Design sorted_stream_drain, sky130hd; sources not shown.
Fig. 1: run 1, gate families picked out
Drawn at 4 px/micron.
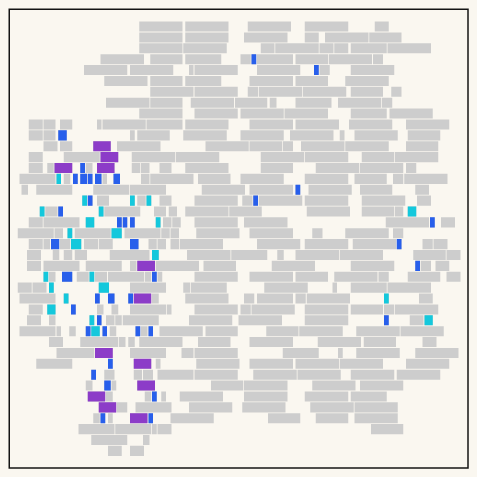
fa/ha/maj cells: marked purple, cells 12. nand cells: marked blue, cells 39. nor cells: marked cyan, cells 23.
Finished Layout Cells: 575
Comb area share: 22.8%

Fig. 2: run 1, congestion heat map
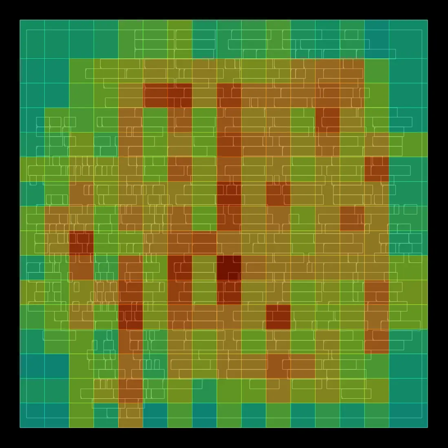
GR Util met3: 5.13%
GRT Overall Usage: 21.2%

Fig. 3: run 1, metal 4
Drawn at 4 px/micron. Supply wires on this layer in gray.
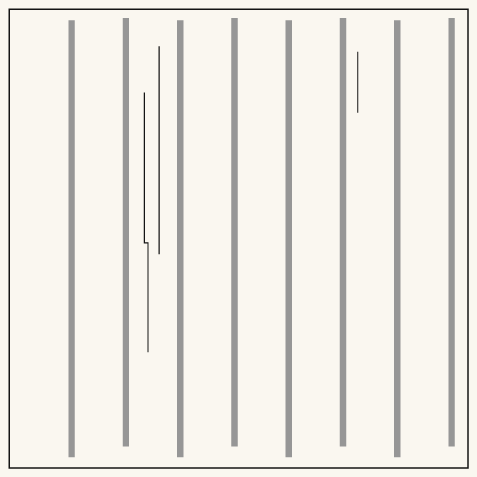
The layer carries 132 microns of wire. The longest straight run is 51.7 microns.
Via Count: 3,274
WL final: 12,400 microns

Fig. 4: run 1, layout detail
Region (42, 19) to (72, 49) microns. Cells in gray, sequential cells in the stronger gray; small squares are vias.
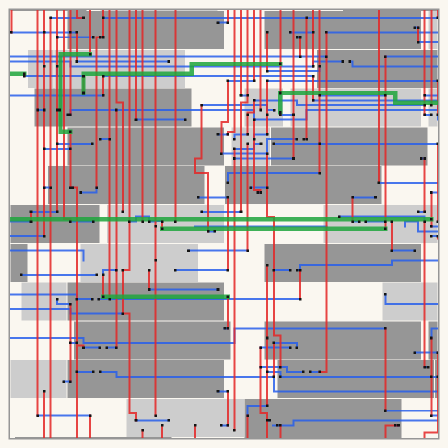
M3: marked green. M1: marked blue. M2: marked red.
Most frequent: edfxtp_1 (16), mux4_2 (4). 26 logic cells have their middle in the window. Sequential cells in the window: 16.

==> Changelog: implementation, run 1 <==
### Metrics

* Status: completed
* IO buf count at 34
* NetSw at 0.461 mW
* Fin. Hold Viols at 0
* Place WS at 1.55 ns
* Drt drc at 0
* Fillers at 881
* Number of gates on the worst path with buffers counted at 5
* Worst setup EP type: output port
* Vias in the first global route at 3,452
* Post-Synthesis Cells at 357
* Comb gate area at 1650 sq um
* Most Crowded Layer GR: met2
* Aoi share at 4.81%
* Dpl hpwl at 7850 microns
* CP Cell Sequence: buf_4, mux4_2, a22oi_1, nand2_1, clkdlybuf4s50_1
* Met2 Use GR at 34.1%
* Cell area after layout at 7250 sq um
* Critical path's slowest cell: dfrtp_2
* Most common cell in the netlist: edfxtp_1
* Rows at 40
* FF+latch area at 4420 sq um
* Bufs and invs on worst path at 2
* Latency at later pin at 0.41 ns
* Clock sinks at 151
* Critical Path Max Stage Delay at 0.93 ns
* Number of flip-flops in the largest register at 128
--- run 2 (diff from run 1) ---
--- a/config.mk
+++ b/config.mk
@@ -11,7 +11,7 @@
 export CTS_CLUSTER_SIZE = 25
 export DETAILED_ROUTE_END_ITERATION = 12
 export HOLD_SLACK_MARGIN = 0.15
-export PLACE_DENSITY = 0.69
+export PLACE_DENSITY = 0.71
 export SETUP_SLACK_MARGIN = 0.3
 export SLEW_MARGIN = 20
 export SYNTH_ARGS = -nofsm -noshare
==> constraint.sdc (replaced) <==
create_clock -name clk_mn -period 4.1 [get_ports clk_mn]
set_clock_uncertainty 0.1 [all_clocks]
set_input_delay 1.025 -clock clk_mn [delete_from_list [all_inputs] [get_ports clk_mn]]
set_output_delay 1.025 -clock clk_mn [all_outputs]
set_load 0.02 [all_outputs]
Fig. 5: run 2, wiring heat map
Drawn at 3 px/micron. 23 x 23 tiles, from white (low) to dark blue (high), scaled to the fullest tile. Values are wire area over tile area, all layers added.
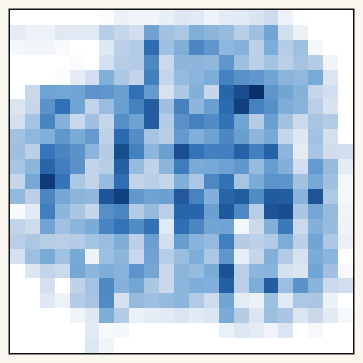
15% of the tiles are nearly empty. 27% of the tiles are over half the peak. The fullest tile reaches 0.43. The mean over all tiles is 0.15. The densest ninth of the die: center.
Via Count: 3,236
GRT Overall Usage: 21.0%
WL final: 12,100 microns

==> Changelog: implementation, run 2 <==
### Metrics

* Status: completed
* Worst setup EP type: output port
* Power Sequential at 1.70 mW
* Critical path's slowest cell: clkdlybuf4s50_1
* Place WS at 0.680 ns (-0.870 ns)
* Latency at later pin at 0.42 ns (about the same)
* Fin. Hold Viols at 0 (unchanged)
* Met2 Use GR at 32.2% (-1.9 points)
* Largest cell class by area: registers
* NetSw at 0.687 mW (+49%)
* Non-CTS buffers at 47
* Most Crowded Layer GR: met2
* Bufs and invs on worst path at 2 (unchanged)
* GR Util met3 at 5.29% (+0.16 points)
* IO buf count at 34 (unchanged)
* Critical Path Max Stage Delay at 0.55 ns (-0.38 ns)
* Clock sinks at 151 (unchanged)
* Post-layout min period at 3.69 ns
* Finished Layout Cells at 586 (+1.9%)
* Top pwr grp: sequential cells
* Post-Synthesis Cells at 357 (unchanged)
* Number of gates on the worst path with buffers counted at 5 (unchanged)
* Vias in the first global route at 3,425 (-0.78%)
* Fillers at 887 (+0.68%)
* Mapped Area at 6190 sq um
* Cell area after layout at 7400 sq um (+2.1%)
* Aoi share at 4.81% (unchanged)
* Setup bufs post-CTS at 0
* # nets final at 434
* # IOs at 35
* Number of flip-flops in the largest register at 128 (unchanged)
* Most common cell in the netlist: edfxtp_1
* FF+latch area at 4420 sq um (about the same)
* Comb area share at 22.4% (-0.40 points)
* Fmax at 271 MHz
* Comb gate area at 1660 sq um (+0.30%)
* Rows at 40 (unchanged)
* Drt drc at 0 (unchanged)
* CP Launch Type: flop
No activity file was given, so power comes from the tool's default toggle rates.
